<file path="src/rtl/mem_access_unit.sv">
// MEM-stage memory access controller: issues one request/acknowledge RAM access per
// aligned load/store, stalls upstream while it is outstanding, and registers MEM/WB.
module mem_access_unit #(
  parameter int ADDR_W         = 32,
  parameter int DATA_W         = 32,
  parameter int TIMEOUT_CYCLES = 16
) (
  input  logic              clk,
  input  logic              rst_n,
  input  logic [31:0]       pc_ex_mem,
  input  logic              MemRead_ex_mem,
  input  logic              MemWrite_ex_mem,
  input  logic              RegWrite_ex_mem,
  input  logic              MemtoReg_ex_mem,
  input  logic              halt_ex_mem,
  input  logic [ADDR_W-1:0] alu_out_ex_mem,
  input  logic [DATA_W-1:0] ram_write_data_ex_mem,
  input  logic [4:0]        write_reg_ex_mem,
  output logic              ram_req,
  output logic              ram_we,
  output logic [ADDR_W-1:0] ram_addr,
  output logic [DATA_W-1:0] ram_wdata,
  input  logic              ram_ack,
  input  logic [DATA_W-1:0] ram_rdata,
  output logic              mem_stall,
  output logic [31:0]       pc_mem_wb,
  output logic [ADDR_W-1:0] alu_out_mem_wb,
  output logic [DATA_W-1:0] ram_read_data_mem_wb,
  output logic              RegWrite_mem_wb,
  output logic              MemtoReg_mem_wb,
  output logic              halt_mem_wb,
  output logic [4:0]        write_reg_mem_wb,
  output logic              addr_err_mem_wb,
  output logic              bus_err_mem_wb
);

  localparam int CNT_W = (TIMEOUT_CYCLES > 1) ? $clog2(TIMEOUT_CYCLES) : 1;
  localparam logic [CNT_W-1:0] CNT_LAST = CNT_W'(TIMEOUT_CYCLES - 1);

  typedef enum logic [1:0] {
    IDLE,
    WAIT,
    DONE
  } state_t;

  state_t            state, state_nxt;
  logic [CNT_W-1:0]  cnt, cnt_nxt;
  logic              bus_err_q, bus_err_nxt;
  logic [DATA_W-1:0] rbuf, rbuf_nxt;

  logic              req_nxt, we_nxt;
  logic [ADDR_W-1:0] addr_nxt;
  logic [DATA_W-1:0] wdata_nxt;

  logic [31:0]       wb_pc_d;
  logic [ADDR_W-1:0] wb_alu_d;
  logic [DATA_W-1:0] wb_rdata_d;
  logic              wb_rw_d, wb_m2r_d, wb_halt_d, wb_aerr_d, wb_berr_d;
  logic [4:0]        wb_wr_d;

  logic is_mem, aligned, is_access;

  assign is_mem    = MemRead_ex_mem | MemWrite_ex_mem;
  assign aligned   = (alu_out_ex_mem[1:0] == 2'b00);
  assign is_access = is_mem & aligned;

  always_ff @(posedge clk or negedge rst_n) begin
    if (!rst_n) begin
      state <= IDLE;
    end else begin
      state <= state_nxt;
    end
  end

  // Everything registered defaults to a bubble / hold; each state overrides what it owns.
  always_comb begin
    state_nxt   = state;
    mem_stall   = 1'b0;
    cnt_nxt     = cnt;
    bus_err_nxt = bus_err_q;
    rbuf_nxt    = rbuf;
    req_nxt     = ram_req;
    we_nxt      = ram_we;
    addr_nxt    = ram_addr;
    wdata_nxt   = ram_wdata;
    wb_pc_d     = '0;
    wb_alu_d    = '0;
    wb_rdata_d  = '0;
    wb_rw_d     = 1'b0;
    wb_m2r_d    = 1'b0;
    wb_halt_d   = 1'b0;
    wb_wr_d     = '0;
    wb_aerr_d   = 1'b0;
    wb_berr_d   = 1'b0;

    case (state)
      IDLE: begin
        if (is_access) begin
          mem_stall = 1'b1;
          req_nxt   = 1'b1;
          we_nxt    = MemWrite_ex_mem;
          addr_nxt  = {alu_out_ex_mem[ADDR_W-1:2], 2'b00};
          wdata_nxt = ram_write_data_ex_mem;
          cnt_nxt   = '0;
          state_nxt = WAIT;
        end else begin
          wb_pc_d   = pc_ex_mem;
          wb_alu_d  = alu_out_ex_mem;
          wb_rw_d   = RegWrite_ex_mem;
          wb_m2r_d  = MemtoReg_ex_mem;
          wb_halt_d = halt_ex_mem;
          wb_wr_d   = write_reg_ex_mem;
          if (is_mem) begin
            wb_rw_d   = 1'b0;
            wb_m2r_d  = 1'b0;
            wb_aerr_d = 1'b1;
          end
        end
      end

      // An acknowledge in the last allowed cycle still wins over the timeout.
      WAIT: begin
        mem_stall = 1'b1;
        if (ram_ack) begin
          req_nxt   = 1'b0;
          state_nxt = DONE;
          if (!ram_we) begin
            rbuf_nxt = ram_rdata;
          end
        end else if (cnt == CNT_LAST) begin
          req_nxt     = 1'b0;
          bus_err_nxt = 1'b1;
          state_nxt   = DONE;
        end else begin
          cnt_nxt = cnt + CNT_W'(1);
        end
      end

      DONE: begin
        wb_pc_d     = pc_ex_mem;
        wb_alu_d    = alu_out_ex_mem;
        wb_rdata_d  = rbuf;
        wb_rw_d     = RegWrite_ex_mem;
        wb_m2r_d    = MemtoReg_ex_mem;
        wb_halt_d   = halt_ex_mem;
        wb_wr_d     = write_reg_ex_mem;
        if (bus_err_q) begin
          wb_rw_d   = 1'b0;
          wb_m2r_d  = 1'b0;
          wb_berr_d = 1'b1;
        end
        bus_err_nxt = 1'b0;
        state_nxt   = IDLE;
      end

      default: begin
        state_nxt = IDLE;
      end
    endcase
  end

  always_ff @(posedge clk or negedge rst_n) begin
    if (!rst_n) begin
      cnt       <= '0;
      bus_err_q <= 1'b0;
      rbuf      <= '0;
      ram_req   <= 1'b0;
      ram_we    <= 1'b0;
      ram_addr  <= '0;
      ram_wdata <= '0;
    end else begin
      cnt       <= cnt_nxt;
      bus_err_q <= bus_err_nxt;
      rbuf      <= rbuf_nxt;
      ram_req   <= req_nxt;
      ram_we    <= we_nxt;
      ram_addr  <= addr_nxt;
      ram_wdata <= wdata_nxt;
    end
  end

  always_ff @(posedge clk or negedge rst_n) begin
    if (!rst_n) begin
      pc_mem_wb            <= '0;
      alu_out_mem_wb       <= '0;
      ram_read_data_mem_wb <= '0;
      RegWrite_mem_wb      <= 1'b0;
      MemtoReg_mem_wb      <= 1'b0;
      halt_mem_wb          <= 1'b0;
      write_reg_mem_wb     <= '0;
      addr_err_mem_wb      <= 1'b0;
      bus_err_mem_wb       <= 1'b0;
    end else begin
      pc_mem_wb            <= wb_pc_d;
      alu_out_mem_wb       <= wb_alu_d;
      ram_read_data_mem_wb <= wb_rdata_d;
      RegWrite_mem_wb      <= wb_rw_d;
      MemtoReg_mem_wb      <= wb_m2r_d;
      halt_mem_wb          <= wb_halt_d;
      write_reg_mem_wb     <= wb_wr_d;
      addr_err_mem_wb      <= wb_aerr_d;
      bus_err_mem_wb       <= wb_berr_d;
    end
  end

endmodule

</file>
<file path="config.mk">
export PLATFORM = sky130hd
export DESIGN_NAME = mem_access_unit
export DESIGN_NICKNAME = d
export VERILOG_FILES = /design/src/rtl/mem_access_unit.sv
export SDC_FILE = /design/constraint.sdc
export NUM_CORES = 1
export LEC_CHECK = 0
export ABC_AREA = 1
export CAP_MARGIN = 20
export CORE_MARGIN = 1.5
export CORE_UTILIZATION = 38
export CTS_CLUSTER_SIZE = 24
export DETAILED_ROUTE_END_ITERATION = 16
export PLACE_DENSITY = 0.74
export SYNTH_ARGS = -nofsm -noshare
export SYNTH_HDL_FRONTEND = slang
export SYNTH_SLANG_ARGS = --single-unit
</file>
<file path="constraint.sdc">
create_clock -name clk -period 1.8 [get_ports clk]
set_clock_uncertainty 0.15 [all_clocks]
set_input_delay 0.54 -clock clk [delete_from_list [all_inputs] [get_ports clk]]
set_output_delay 0.54 -clock clk [all_outputs]
set_load 0.05 [all_outputs]
</file>
ff_map.png
Scale: 2 px per um. Other sequential cells in the stronger gray, the rest of the logic in the fainter gray.
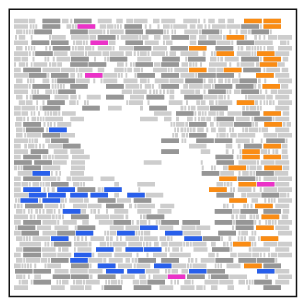
- blue: ram_addr (flops 30)
- orange: ram_read_data_mem_wb (flops 32; where a vertical strip on the right)
- magenta: write_reg_mem_wb (flops 5)
- not colored: 142

==> flow_summary.ini <==
; synthesis and place-and-route metrics
[run_status]
status = complete, but fails checks
violations = setup timing

[min_path]
holdCritPathClass = input pin to register

[die]
die_area_um2 = 20410
io_pins = 314
initCoreUtil_pct = 39.22

[flow_run]
maxCapViolCount = 0

[route]
first_pass_iters = 5
drt_iter0_drc = 247
drt-met1-wl_um = 7849
num_vias = 6017

[grt]
grt_max_degree = 49
grtUsageMet2_pct = 39.98

[timing]
post-route-period-util_pct = 118.4
setup_viol = 2
setup_ws_ps = -331.7
finalHoldViolCount = 0

[synthesis]
top_cell = dfrtp_1
synth.top_cells.by_count = dfrtp_1, nand2_1, nor2_1
xor_area_share_pct = 0.1178
yosysTopAreaCellShare_pct = 70.35
synth_cells = 728
netlist_logic_family_top = simple AND/OR/NAND/NOR gates
yosysSeqAreaShare_pct = 70.35
yosysTopAreaCell = dfrtp_1
async_reset_ff_share_pct = 100.0

[clock_tree]
clockBufferDepth = 3
insertion_delay_ps = 510

[setup_path]
critPathLaunchType = register
worst_ep_arrival_time_ps = 1440
path_cells = buf_6 > nor2_4 > inv_4 > nand2_8 > buf_12

[final_layout]
areaGrowthSynthToFinish_pct = 84.45
final_cell_mix = dfrtp_1, buf_12, nand2_1
final_cells = 1356

[placement]
portBuffers = 311
detailed_place_hpwl_um = 15550

[power_and_ir_drop]
leakagePower_nw = 6.878
power_density_nw_per_um2 = 1480
p_switching_mw = 7.367
powerSeq_mw = 6.81
congestion_map.png
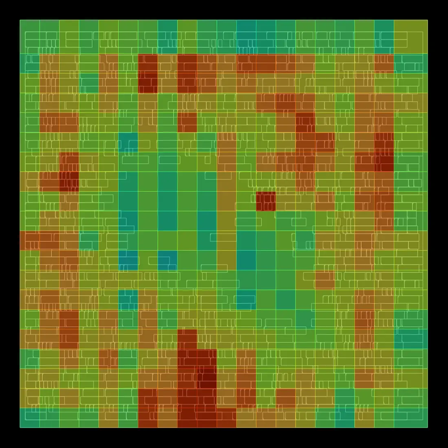
WL/cell: 16.40 um
met1 capacity usage during global routing: 23.42%
Layout Utilization: 72.34%
Overall Global Routing Usage: 21.85%

==> layout make-up <==
cell class                      count  area (um2)  share of cell area (%)
Timing Repair Buffer              358        5315                   38.76
Sequential cell                   209        5233                   38.16
Multi-Input combinational cell    370        1585                   11.56
Clock buffer                       32       681.9                   4.973
Inverter                          118       450.4                   3.285
Tap cell                          260       325.3                   2.372
Clock inverter                      9       122.6                  0.8942
==> critical path, delay by kind of cell, from the launching register on <==
family	cells	cell delay [ps]
AND/OR/NAND/NOR	2	190
flip-flops	1	420
buffers and inverters	3	340
==> what timing repair did <==
action / 4_1_cts / 5_1_grt
gates resized: 11 / 3
pin swaps: 4 / 2
hold buffers: 1 / 0
setup buffers: 9 / 12
hold endpoints to repair: 26 / 0
setup endpoints to repair: 8 / 176
